[config.mk]
export PLATFORM = sky130hd
export DESIGN_NAME = bin_to_bcd_seq
export DESIGN_NICKNAME = d
export VERILOG_FILES = /design/src/rtl/bin_to_bcd_seq.sv
export SDC_FILE = /design/constraint.sdc
export NUM_CORES = 1
export LEC_CHECK = 0
export ABC_AREA = 1
export CORE_MARGIN = 2
export CORE_UTILIZATION = 50
export DETAILED_ROUTE_END_ITERATION = 6
export MAX_ROUTING_LAYER = met4
export PLACE_DENSITY = 0.73
export SYNTH_ARGS = -nofsm -noshare
export SYNTH_HDL_FRONTEND = slang
export SYNTH_SLANG_ARGS = --single-unit
[constraint.sdc]
create_clock -name clk -period 4.5 [get_ports clk]
set_clock_uncertainty 0.2 [all_clocks]
set_input_delay 0.675 -clock clk [delete_from_list [all_inputs] [get_ports clk]]
set_output_delay 0.675 -clock clk [all_outputs]
set_load 0.1 [all_outputs]
[src/rtl/bin_to_bcd_seq.sv]
// Sequential binary-to-BCD converter (shift-add-3), one iteration per clock.
// start/done handshake; result is bin mod 10^DIGITS with an overflow flag.
module bin_to_bcd_seq #(
    parameter int IN_W   = 8,
    parameter int DIGITS = 3
) (
    input  logic                  clk,
    input  logic                  rst,
    input  logic                  start,
    input  logic [IN_W-1:0]       bin,
    output logic                  busy,
    output logic                  done,
    output logic [4*DIGITS-1:0]   bcd,
    output logic                  overflow
);

    localparam int ACC_W = 4 * DIGITS;
    localparam int CNT_W = $clog2(IN_W + 1);
    localparam int CAT_W = ACC_W + IN_W + 1;
    localparam logic [CNT_W-1:0] LAST_CNT = CNT_W'(IN_W - 1);

    typedef enum logic [1:0] {
        ST_IDLE,
        ST_SHIFT,
        ST_DONE
    } state_t;

    state_t             state;
    logic [IN_W-1:0]    sh;
    logic [ACC_W-1:0]   acc;
    logic [CNT_W-1:0]   cnt;
    logic               ovf;

    logic [ACC_W-1:0]   adj;
    logic [CAT_W-1:0]   shifted;
    logic [ACC_W-1:0]   acc_next;
    logic [IN_W-1:0]    sh_next;
    logic               carry_out;
    logic               last_iter;

    // Digits are adjusted independently; a carry never crosses a digit boundary.
    always_comb begin
        adj = acc;
        for (int d = 0; d < DIGITS; d++) begin
            if (acc[4*d +: 4] >= 4'd5) begin
                adj[4*d +: 4] = acc[4*d +: 4] + 4'd3;
            end
        end
    end

    // The top bit of the shifted word is whatever fell off the digit register.
    always_comb begin
        shifted   = {adj, sh, 1'b0};
        carry_out = shifted[CAT_W-1];
        acc_next  = shifted[CAT_W-2 -: ACC_W];
        sh_next   = shifted[IN_W-1:0];
        last_iter = (cnt == LAST_CNT);
    end

    always_ff @(posedge clk) begin
        if (rst) begin
            state    <= ST_IDLE;
            busy     <= 1'b0;
            done     <= 1'b0;
            bcd      <= '0;
            overflow <= 1'b0;
            sh       <= '0;
            acc      <= '0;
            cnt      <= '0;
            ovf      <= 1'b0;
        end else begin
            case (state)
                ST_IDLE: begin
                    done <= 1'b0;
                    if (start) begin
                        sh    <= bin;
                        acc   <= '0;
                        ovf   <= 1'b0;
                        cnt   <= '0;
                        busy  <= 1'b1;
                        state <= ST_SHIFT;
                    end else begin
                        busy  <= 1'b0;
                    end
                end

                ST_SHIFT: begin
                    sh  <= sh_next;
                    acc <= acc_next;
                    ovf <= ovf | carry_out;
                    cnt <= cnt + CNT_W'(1);
                    if (last_iter) begin
                        bcd      <= acc_next;
                        overflow <= ovf | carry_out;
                        busy     <= 1'b0;
                        done     <= 1'b1;
                        state    <= ST_DONE;
                    end
                end

                ST_DONE: begin
                    done <= 1'b0;
                    // A start seen here chains straight into the next conversion.
                    if (start) begin
                        sh    <= bin;
                        acc   <= '0;
                        ovf   <= 1'b0;
                        cnt   <= '0;
                        busy  <= 1'b1;
                        state <= ST_SHIFT;
                    end else begin
                        busy  <= 1'b0;
                        state <= ST_IDLE;
                    end
                end

                default: begin
                    busy  <= 1'b0;
                    done  <= 1'b0;
                    state <= ST_IDLE;
                end
            endcase
        end
    end

endmodule

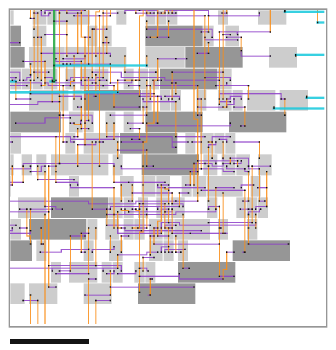
Figure 1: run 1, close-up of the layout.
Bar = 10 um. Window x 28 to 68, y 0 to 40 um. Cells in grey, sequential cells in the stronger grey; small squares are vias.
met1 -> purple
met2 -> orange
met4 -> green
met3 -> cyan
netlist names of flops here include = acc (4), bcd (4), cnt (2)
most frequent = nand2_1 (25), inv_1 (16), nor2_1 (16)
cells with their middle in the window = 115
sequential cells in the window = 14

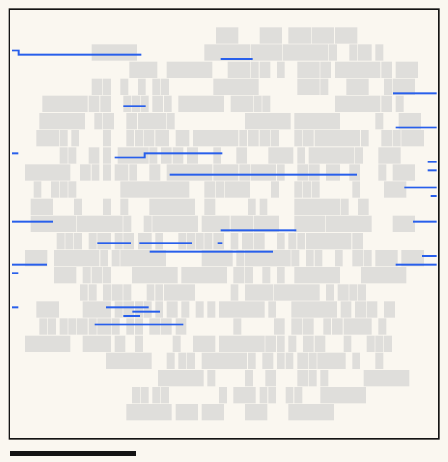
Figure 2: run 1, the metal 3 layer.
Bar = 20 um. Cells faint in the background.
share of all routed wire = 4.8%
longest straight run = 29.4 um

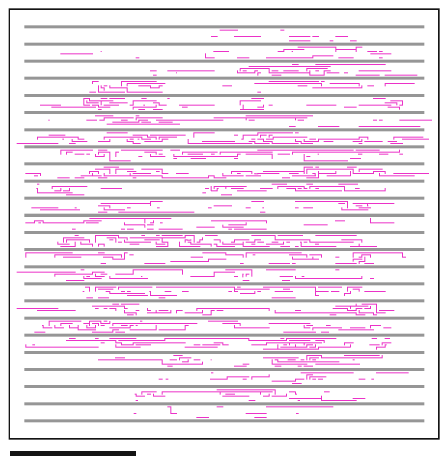
Figure 3: run 1, metal 1.
Bar = 20 um. Supply wires on this layer in grey.
longest straight run = 17.5 um
nets with wire on the layer = 300

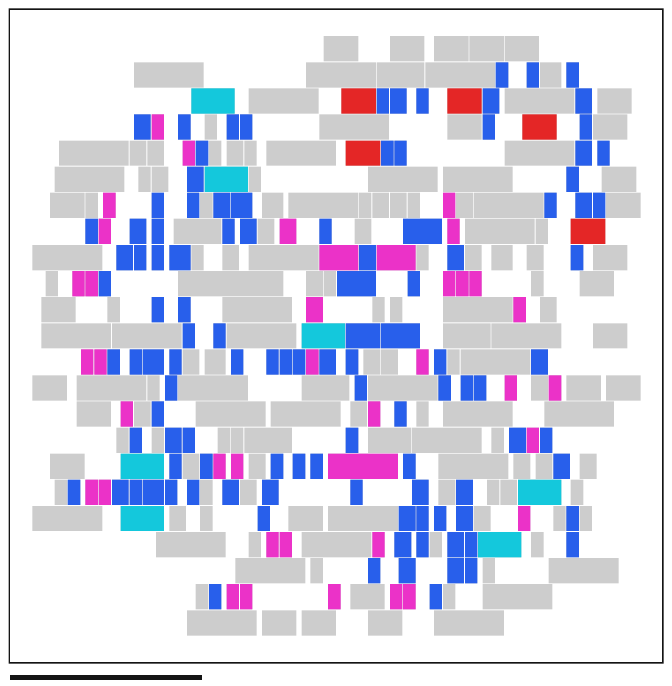
Figure 4: run 1, logic cells by family.
Bar = 20 um.
adder and majority cells -> cyan  # cells 7
AND-OR and OR-AND gates -> red  # cells 5
NAND gates -> blue  # cells 111
NOR gates -> magenta  # cells 39

-- run 1: through the flow --
stage	area (um2)	std cells	setup WS, ps	total power, mW	util [%]
global placement	2290	352	1810	0.478	57.7
global route	2400	360	1800	0.792	60.4
finish	2400	360	1850	0.759	60.4
detailed placement	2290	352	1770	0.479	57.7
CTS	2400	360	1830	0.769	60.4
floorplan	2050	285	2700	0.461	-
-- run 1: sequential cells by signal, indices dropped and copies added (netlist names) --
name      cells
acc          12
bcd          12
busy          1
cnt           4
done          1
overflow      1
ovf           1
sh            8
state         2
-- run 1: cells in the mapped netlist --
cell and instances:
nor2_1 34, ha_1 7, buf_6 4, nor2_8 1, nand3_1 29, buf_4 1, nand4_1 4, nor2_4 2
buf_2 2, clkbuf_2 1, nand2_1 74, nand2_4 3, a21oi_1 7, nand3_2 1, o31ai_2 1, o21ai_1 5
inv_4 1, inv_1 38, o22ai_1 3, inv_2 2, o21ai_0 16, nor3_1 2, o211a_1 5, dfxtp_1 42
-- run 1: worst max path at each step --
stage,to,slack (ps),start,cells past startpoint
after floorplan,overflow,2700,overflow,0
after global placement,state[0],1810,rst,4
after detailed placement,state[0],1770,rst,4
after CTS,busy,1830,busy,1
after global routing,busy,1800,busy,1
final,busy,1850,busy,1
-- run 1: power by group --
group / internal, mW / switching [mW]
combinational: 0.0274 / 0.0480
sequential: 0.384 / 0.0104
clock: 0.163 / 0.126
total: 0.575 / 0.184
-- run 1: layout make-up --
cell class,count,area [um2]
Fill cell,396,1570
Inverter,41,156
Timing Repair Buffer,25,250
Clock inverter,3,40.0
Multi-Input combinational cell,194,981
Clock buffer,5,68.8
Tap cell,50,62.6
Sequential cell,42,841
==> impl_metrics.py, run 1 <==
# Metrics from the implementation run
metrics = {
    "outcome": {
        "outcome": "complete, no violations",
    },
    "cts": {
        "postCtsResizedCells": 0,
        "cts_buffers": 5,
        "cts_tree": "built",
        "cts_setup_buffers": 0,
        "hold_buffers": 0,
        "clk_pin_slew_ps": 80,
        "clock-sinks": 42,
        "clockBufferDepth": 2,
        "clk_latency_ps": 290,
        "cts_root_buf": "clkbuf_8",
    },
    "setup_path": {
        "cp.arrival_ps": 1780,
        "path_buffers": 1,
        "r2r_start": "state[0]",
        "critPathSlowestCell": "clkdlybuf4s50_1",
        "r2r-end": "bcd[7]",
        "crit_path_end_kind": "output pin",
        "critical_path.max_fanout": 2,
        "worst_r2r_path_depth": 5,
        "critPathTopFamily": "buffers and inverters",
        "start_kind": "register",
        "crit_chain": "clkdlybuf4s50_1",
        "cpPeakStageDelay_ps": 1130,
        "crit_type": "reg -> out",
        "rrSetupSlack_ps": 2760,
    },
    "floorplan": {
        "rows": 23,
        "die_w_um": 68.0,
        "initial_core_util_pct": 51.5,
        "ioPinCount": 26,
        "core-area_um2": 3970,
    },
    "global_routing": {
        "grt.busiest_layer": "met2",
        "grt_pass1_vias": 1576,
        "grt_max_degree": 22,
        "grt_pass1_wl_um": 6800,
        "grt-ovfl-total": 0,
        "antenna_found_initial": 0,
        "use_met3_pct": 4.93,
        "grt.total_usage_pct": 20.0,
        "met2_usage_pct": 30.8,
    },
    "power": {
        "p_per_area_nw_per_um2": 316,
        "ir_drop_mv": 0.169,
    },
    "timing": {
        "post-route-period-util_pct": 58.9,
        "slew_headroom_pct": 35.1,
        "fin_crit_ps": 2650,
        "rsz0062_at_grt": "no",
        "slew_violations": 0,
        "timing.hold.ws_ps": 273,
        "setup_violations": 0,
        "final_hold_viol_count": 0,
        "setup_tns_ps": 0,
        "fmax_mhz": 377,
    },
    "hold_path": {
        "hp-start": "sh[0]",
        "hold_path_end": "sh[0]",
        "hold_path_class": "reg -> reg",
        "holdPathStages": 2,
    },
    "logic_synthesis": {
        "synth_chip_area_um2": 2050,
        "ys_sh_simple_pct": 32.8,
        "yosys_warnings": 0,
        "syn_inst": 285,
        "adder_share_pct": 4.28,
        "synth_top_area_share_pct": 41.1,
        "yosys.stat.seqShare_pct": 41.1,
        "ys_types": 24,
        "syn_area_per_cell_um2": 7.18,
        "synth_flops": 42,
        "synth-xor-area-share_pct": 0,
        "synthTopLogicFamily": "simple AND/OR/NAND/NOR gates",
        "compound_area_share_pct": 10.8,
    },
    "job": {
        "drv_cap": 0,
    },
    "placement": {
        "portBuffers": 25,
        "gp_congestion": 0.874,
    },
    "route": {
        "wl_met3_um": 192,
        "maxUsedRoutingLayer": "met4",
        "firstDrtPassIters": 4,
        "drtIter0Drc": 132,
        "wl_met1_um": 1960,
        "routed_via_density": 5.01,
        "wl_met2_um": 1780,
        "ant_nets": 0,
        "finalWirelength_um": 4000,
        "vias": 1804,
    },
    "final_layout": {
        "drive_above_1_share_pct": 6.13,
        "layout-area-overhead-vs-synth_pct": 17.3,
        "lay_top_count": "nand2_1",
        "fin_nets": 327,
        "lay_top_cells": "74 x nand2_1, 42 x dfxtp_1, 38 x inv_1",
    },
}
Figure 5. Congestion heat map (run 1).
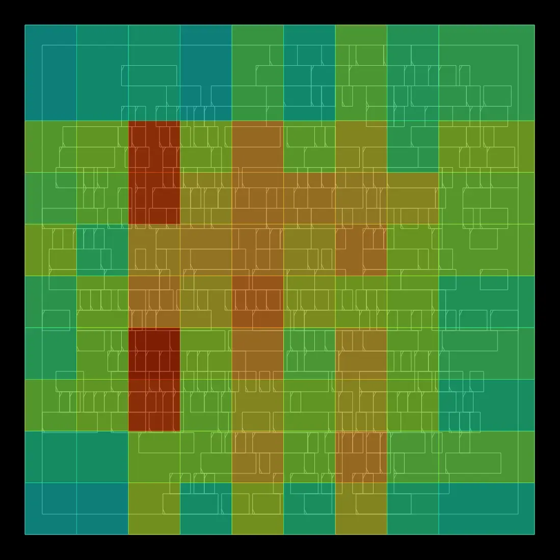

==> run 2, diff against run 1 <==
- clock period: 4.5 -> 2.6 ns (I/O delays scaled with it)
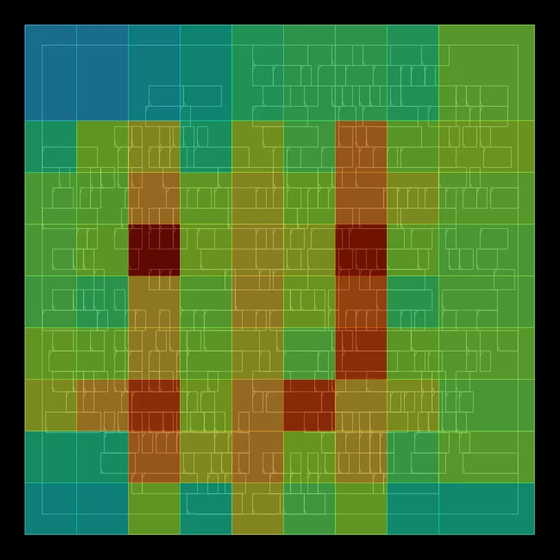
Figure 6: run 2, congestion heat map.
met3 GRT Util: 5.43%
M2 GR Usage: 30.0%

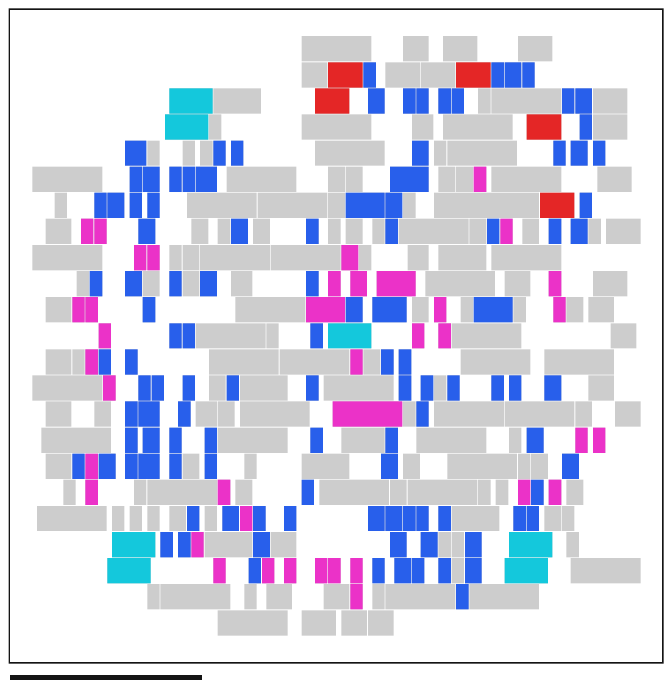
Figure 7: run 2, logic cells by family.
Bar = 20 um.
NAND gates -> blue  # cells 111, where spread over the die
adder and majority cells -> cyan  # cells 7, where spread over the die
NOR gates -> magenta  # cells 39
AND-OR and OR-AND gates -> red  # cells 5

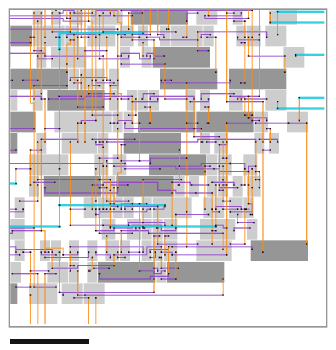
Figure 8: run 2, close-up of the layout.
Bar = 10 um. Window x 28 to 68, y 0 to 40 um. Cells in grey, sequential cells in the stronger grey; small squares are vias.
met1 -> purple
met3 -> cyan
met2 -> orange
netlist names of flops here include = acc (4), bcd (4), cnt (2)
sequential cells in the window = 15
cells with their middle in the window = 115
most frequent = nand2_1 (25), nor2_1 (16), dfxtp_1 (15)

==> run 2 against run 1 <==
Cell count grew 0.28%. Setup slack lost 960 ps. Worst hold slack gained 7.2 ps. Non-clock buffer count grew 2. Global-route usage grew 0.27 points. Register-to-register slack lost 1900 ps. Power grew 76%. Combinational power grew 83%. Synthesized cell count is the same. Sequential power grew 72%. Critical path depth grew 5. Core utilization shrank 0.47 points. Critical path type is now reg -> reg. Largest cell class unchanged. Largest power group unchanged.
==> impl_metrics.py, run 2 <==
# Metrics from the implementation run
metrics = {
    "floorplan": {
        "core-area_um2": 3970,
        "initial_core_util_pct": 51.5,
        "rows": 23,
        "die_w_um": 68.0,
        "ioPinCount": 26,
    },
    "logic_synthesis": {
        "syn_inst": 285,
        "synth_flops": 42,
        "yosys.stat.seqShare_pct": 41.1,
        "syn_area_per_cell_um2": 7.18,
        "async_reset_ff_share_pct": 0,
        "most_common_cell": "nand2_1",
        "top_cells_by_area": "dfxtp_1 41%, nand2_1 14%, nand3_1 7.1%, inv_1 7.0%, nor2_1 6.2%",
        "synth_top_area_share_pct": 41.1,
        "ys_types": 24,
        "edf_count": 0,
        "synth_chip_area_um2": 2050,
        "synthTopCellsByCount": "74 x nand2_1, 42 x dfxtp_1, 38 x inv_1",
        "yosys_warnings": 0,
        "ff_type": "dfxtp_1",
    },
    "final_layout": {
        "layout-area-overhead-vs-synth_pct": 16.4,
        "fin_nets": 329,
        "fin_cells": 361,
        "antenna_cells": 0,
        "fillers": 389,
        "design_area_um2": 2380,
        "lay_top_count": "nand2_1",
        "post-route-util_pct": 60.0,
        "final-comb-area_um2": 981,
        "largest_registers": "acc x12, bcd x12, sh x8",
        "regArea_um2": 841,
        "drive_above_1_share_pct": 11.3,
        "lay_top_cells": "74 x nand2_1, 42 x dfxtp_1, 38 x inv_1",
    },
    "placement": {
        "place_area_um2": 2270,
        "gp_congestion": 0.863,
        "dp.cells": 354,
        "portBuffers": 25,
        "post-place-ws_ps": 648,
    },
    "route": {
        "vias": 1824,
        "firstDrtPassIters": 4,
        "routed_via_density": 5.05,
        "finalWirelength_um": 4080,
        "ant_nets": 0,
        "drtIter0Drc": 128,
    },
    "global_routing": {
        "grt_pass1_vias": 1537,
        "grt.total_usage_pct": 20.2,
        "grt_max_degree": 22,
        "antenna_found_initial": 0,
        "grt_pass1_wl_um": 6640,
        "grt-ovfl-total": 0,
    },
    "cts": {
        "hold_buffers": 0,
        "cts_tree": "built",
        "clk_latency_ps": 290,
        "cts_root_buf": "clkbuf_8",
        "clockBufferDepth": 2,
        "clock-sinks": 42,
        "postCtsResizedCells": 0,
        "cts_buffers": 5,
        "cts_setup_buffers": 0,
        "clk_pin_slew_ps": 80,
    },
    "timing": {
        "setup_tns_ps": 0,
        "timing.hold.ws_ps": 280,
        "slew_headroom_pct": 68.2,
        "setup_slack_ps": 894,
        "setup_violations": 0,
        "post-route-period-util_pct": 65.6,
        "slew_violations": 0,
        "final_hold_viol_count": 0,
        "fin_crit_ps": 1710,
        "rsz0062_at_grt": "no",
        "fmax_mhz": 586,
    },
    "setup_path": {
        "start_kind": "register",
        "r2r_start": "cnt[0]",
        "cp.arrival_ps": 1700,
        "worst_r2r_path_depth": 6,
        "crit_chain": "ha_1, nand3_2, nor2_4, nand3_1, nand2_1, inv_1",
        "critPathSlowestCell": "nor2_4",
        "r2r-end": "bcd[6]",
        "cpPeakStageDelay_ps": 410,
        "rrSetupSlack_ps": 890,
        "crit_path_end_kind": "register",
        "critical_path.max_fanout": 21,
        "worstSetupStartpoint": "cnt[0]",
        "crit_path_end": "bcd[6]",
        "crit_type": "reg -> reg",
    },
    "hold_path": {
        "hold_path_class": "reg -> reg",
    },
    "outcome": {
        "outcome": "complete, no violations",
    },
    "job": {
        "warnings": 29,
        "drv_cap": 0,
    },
    "power": {
        "ir_drop_mv": 0.209,
        "p_per_area_nw_per_um2": 562,
        "power_mw": 1.34,
    },
}
-- run 2: final cells by class --
type                    count  share of cell area [%]
multi-input cells         194                    41.2
flip-flops and latches     42                    35.3
repair buffers             27                    9.56
inverters                  41                    6.57
clock buffers               6                    3.47
well taps                  50                    2.63
clock inverters             1                    1.26
-- run 2: routing by layer --
layer / global-route usage [%] / part of all wire, % / wire length, um / vias to the layer above
li1: - / - / - / 963
met1: 24.8 / 48 / 1950 / 819
met2: 30.0 / 46 / 1880 / 38
met3: 5.43 / 4.5 / 185 / 4
met4: 11.5 / 1.5 / 63 / 0
met5: - / 0 / 0 / -
-- run 2: report_power, final --
group	switching, mW	total (mW)	internal (mW)
Sequential	0.0140	0.679	0.665
Combinational	0.0876	0.138	0.0503
Clock	0.213	0.520	0.307
-- run 2: how the worst min path moves through the flow --
stage / cells past startpoint / start / end
2_1_floorplan: 2 / sh[0] / sh[0]
3_3_place_gp: 2 / sh[0] / sh[0]
3_5_place_dp: 2 / sh[0] / sh[0]
4_1_cts: 2 / overflow / overflow
5_1_grt: 2 / bcd[3] / bcd[3]
6_report: 2 / overflow / overflow
-- run 2: cell families (layout without fill, tap and decap cells) --
group,Yosys count,count (layout),synth area share (%)
flip-flops,42,42,41.1
AND-OR/OR-AND,37,37,10.8
AND/OR/NAND/NOR,150,150,32.8
adder cells (fa/ha/maj),7,7,4.28
buffers and inverters,49,75,10.9
-- run 2: critical path: cells and delay by family, from the launching register on --
kind / cells / cell delay (ps)
adders and majority gates: 1 / 220
buffers and inverters: 1 / 30
DFF: 1 / 380
and+or+nand+nor: 4 / 760
Figure 9. Metal 1 (run 2).
Bar = 20 um. Supply wires on this layer in grey.
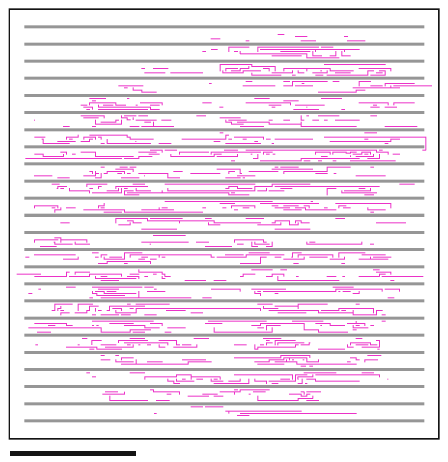

==> run 3, diff against run 2 <==
- CORE_UTILIZATION: 50 -> 49
- PLACE_DENSITY: 0.73 -> 0.75
- clock period: 2.6 -> 1.4 ns (I/O delays scaled with it)
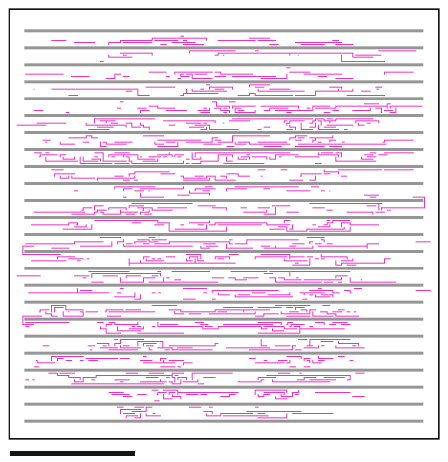
Figure 10: run 3, metal 1.
Bar = 20 um. Supply wires on this layer in grey.
longest straight run = 21.6 um
share of all routed wire = 41%
wire length on this layer = 2,160 um
nets with wire on the layer = 338
main direction = horizontal

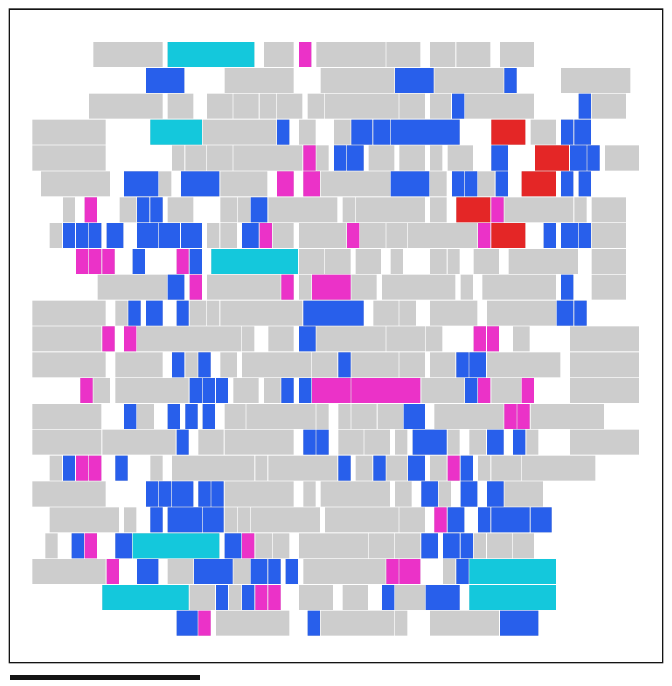
Figure 11: run 3, logic cells by family.
Bar = 20 um.
adder and majority cells -> cyan  # cells 7
NAND gates -> blue  # cells 111, where spread over the die
NOR gates -> magenta  # cells 39
AND-OR and OR-AND gates -> red  # cells 5, where north-east

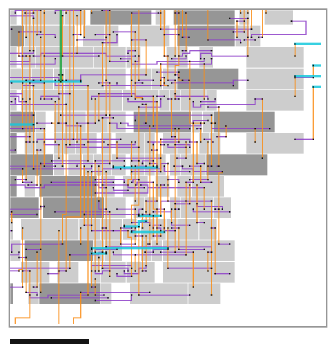
Figure 12: run 3, close-up of the layout.
Bar = 10 um. Window x 29 to 69, y 0 to 40 um. Cells in grey, sequential cells in the stronger grey; small squares are vias.
met2 -> orange
met1 -> purple
met4 -> green
met3 -> cyan
sequential cells in the window = 12
most frequent = nand2_1 (19), buf_4 (14)
cells with their middle in the window = 118
netlist names of flops here include = acc (4), bcd (4)

==> run 3 against run 2 <==
Sequential share of layout area fell by 7.1 points. Critical endpoint is now bcd[7]. Area after synthesis did not move. Via count rose by 10%. Core utilization rose by 18 points.
==> impl_metrics.py, run 3 <==
# Metrics from the implementation run
metrics = {
    "logic_synthesis": {
        "ys_cells": 285,
        "mux_area_share_pct": 0,
        "ys_sh_simple_pct": 32.8,
        "ys_types": 24,
        "syn_area_um2": 2050,
        "synth_chip_area_um2": 2050,
        "most_common_cell": "nand2_1",
        "synthTopLogicFamily": "simple AND/OR/NAND/NOR gates",
        "ff_type": "dfxtp_1",
        "syn_area_per_cell_um2": 7.18,
        "adder_share_pct": 4.28,
        "top_cells_by_area": "dfxtp_1 41%, nand2_1 14%, nand3_1 7.1%, inv_1 7.0%, nor2_1 6.2%",
        "compound_area_share_pct": 10.8,
        "synth-xor-area-share_pct": 0,
        "synthTopCellsByCount": "74 x nand2_1, 42 x dfxtp_1, 38 x inv_1",
        "syn_inst": 285,
        "syn_nets": 303,
        "yosys.stat.seqShare_pct": 41.1,
        "largest_area_cell": "dfxtp_1",
        "yosys_warnings": 0,
        "synth_flops": 42,
        "synth_top_area_share_pct": 41.1,
        "async_reset_ff_share_pct": 0,
        "edf_count": 0,
    },
    "hold_path": {
        "hold_path_class": "reg -> reg",
        "hp-start": "overflow",
        "hold_path_end": "overflow",
        "holdPathStages": 2,
    },
    "power": {
        "ir_drop_mv": 1.16,
        "leakagePower_nw": 1.49,
        "power.net_switching_mw": 0.644,
        "combinationalPowerShare_pct": 14.4,
        "power_frac_seq_pct": 49.1,
        "p_int_mw": 1.93,
        "clock_power_share_pct": 36.5,
        "p_per_area_nw_per_um2": 828,
        "power.share.switching_pct": 25.0,
        "power_mw": 2.58,
    },
    "final_layout": {
        "antenna_cells": 0,
        "final-comb-area_um2": 1160,
        "drive_above_1_share_pct": 37.7,
        "lay_top_count": "nand2_1",
        "fin_nets": 367,
        "regArea_um2": 878,
        "layout-area-overhead-vs-synth_pct": 52.1,
        "lay_top_cells": "63 x nand2_1, 36 x buf_4, 33 x nor2_1",
        "largest_registers": "acc x12, bcd x12, sh x8",
        "design_area_um2": 3110,
        "fillers": 255,
    },
    "setup_path": {
        "path_buffers": 1,
        "r2r-end": "bcd[7]",
        "start_kind": "register",
        "critPathTopFamily": "flip-flops",
        "worst_r2r_path_depth": 7,
        "crit_type": "reg -> reg",
        "cpPeakStageDelay_ps": 360,
        "crit_path_end_kind": "register",
        "rrSetupSlack_ps": 20,
        "critical_path.max_fanout": 15,
        "worstPathRequired_ps": 1390,
        "r2r_start": "cnt[0]",
        "cp.arrival_ps": 1370,
        "crit_chain": "ha_4, nand3_4, nor2_4, buf_12, nand2_1, o21ai_0, nor2_1",
        "critPathSlowestCell": "dfxtp_2",
        "worstSetupStartpoint": "cnt[0]",
    },
    "floorplan": {
        "dieArea_um2": 4710,
        "rows": 23,
        "ioPinCount": 26,
        "initial_core_util_pct": 51.1,
        "die-height_um": 68.6,
        "die_w_um": 68.6,
        "core-area_um2": 4000,
    },
    "job": {
        "drv_cap": 0,
        "warnings": 31,
    },
    "cts": {
        "cts_buffers": 5,
        "htree_levels": 2,
        "clock-sinks": 42,
        "clk_pin_slew_ps": 80,
        "hold_buffers": 0,
        "clk_latency_ps": 300,
        "cts_root_buf": "clkbuf_8",
        "clockBufferDepth": 2,
        "cts_tree": "built",
    },
    "placement": {
        "dp_hpwl_um": 3450,
        "place_area_um2": 2750,
        "post-place-ws_ps": -229,
        "portBuffers": 25,
        "gp_congestion": 0.920,
    },
    "timing": {
        "rsz0062_at_grt": "yes",
        "setup_slack_ps": 15.3,
        "fin_crit_ps": 1380,
        "post-route-period-util_pct": 98.9,
        "final_hold_viol_count": 0,
        "slew_violations": 0,
        "tightest_slew_ps": 263,
        "setup_violations": 0,
        "slew_headroom_pct": 82.5,
        "fmax_mhz": 722,
        "setup_tns_ps": 0,
    },
    "route": {
        "maxUsedRoutingLayer": "met4",
        "ant_nets": 0,
        "finalWirelength_um": 5200,
        "drtIter0Drc": 97,
        "wl_met3_um": 251,
        "wl_met2_um": 2700,
        "routed_via_density": 5.03,
        "post_drt_wl_per_cell_um": 13.0,
        "vias": 2012,
        "firstDrtPassIters": 4,
        "wl_met1_um": 2160,
        "drc": 0,
    },
    "global_routing": {
        "grt_pass1_vias": 1861,
        "met2_usage_pct": 41.7,
        "grtUsageMet1_pct": 27.8,
        "grt.total_usage_pct": 24.0,
        "grt-ovfl-total": 0,
        "grt_pass1_wl_um": 8220,
        "antenna_found_initial": 0,
        "grt_max_degree": 16,
        "grt.busiest_layer": "met2",
        "use_met3_pct": 5.84,
    },
    "outcome": {
        "outcome": "complete, no violations",
    },
}
run 3: what timing repair did:
action | 4_1_cts | 5_1_grt
setup buffers | 1 | 2
pin swaps | 3 | 10
gates resized | 18 | 48
endpoints found under the setup margin | 23 | 26
hold endpoints to repair | 0 | 0
run 3: power by group through the flow:
| stage | combinational (mW) | clock (mW) | sequential (mW) |
|---|---|---|---|
| floorplan | 0.186 | 0 | 1.30 |
| global placement | 0.327 | 0 | 1.29 |
| detailed placement | 0.333 | 0 | 1.29 |
| CTS | 0.339 | 0.961 | 1.27 |
| global route | 0.402 | 1.00 | 1.27 |
| finish | 0.371 | 0.942 | 1.27 |
run 3: worst max path at each step:
stage          depth (start not counted)  endpoint
6_report                               7    bcd[7]
5_1_grt                                8    bcd[1]
4_1_cts                                8    bcd[1]
3_5_place_dp                           6     sh[7]
3_3_place_gp                           6     sh[7]
2_1_floorplan                          8   bcd[10]
run 3: stage by stage:
stage	util, %	instances	hold WS [ps]
final	77.8	400	295
after global routing	77.8	400	322
after CTS	73.1	398	281
after detailed placement	68.8	389	270
after global placement	68.8	389	259
after floorplan	-	285	163
run 3: worst min-delay path: stages (launching register included):
cell and delay (ps):
dfxtp_2 340, nand3_1 70, nand2_1 50
run 3: area by class of cell:
| cell class | instances | share of cell area [%] |
|---|---|---|
| Tap cell | 50 | 2.01 |
| Sequential cell | 42 | 28.2 |
| Inverter | 41 | 5.27 |
| Multi-Input combinational cell | 194 | 37.4 |
| Timing Repair Buffer | 65 | 23.6 |
| Clock inverter | 3 | 1.29 |
| Clock buffer | 5 | 2.21 |
Power is estimated from default activity; no workload was simulated.
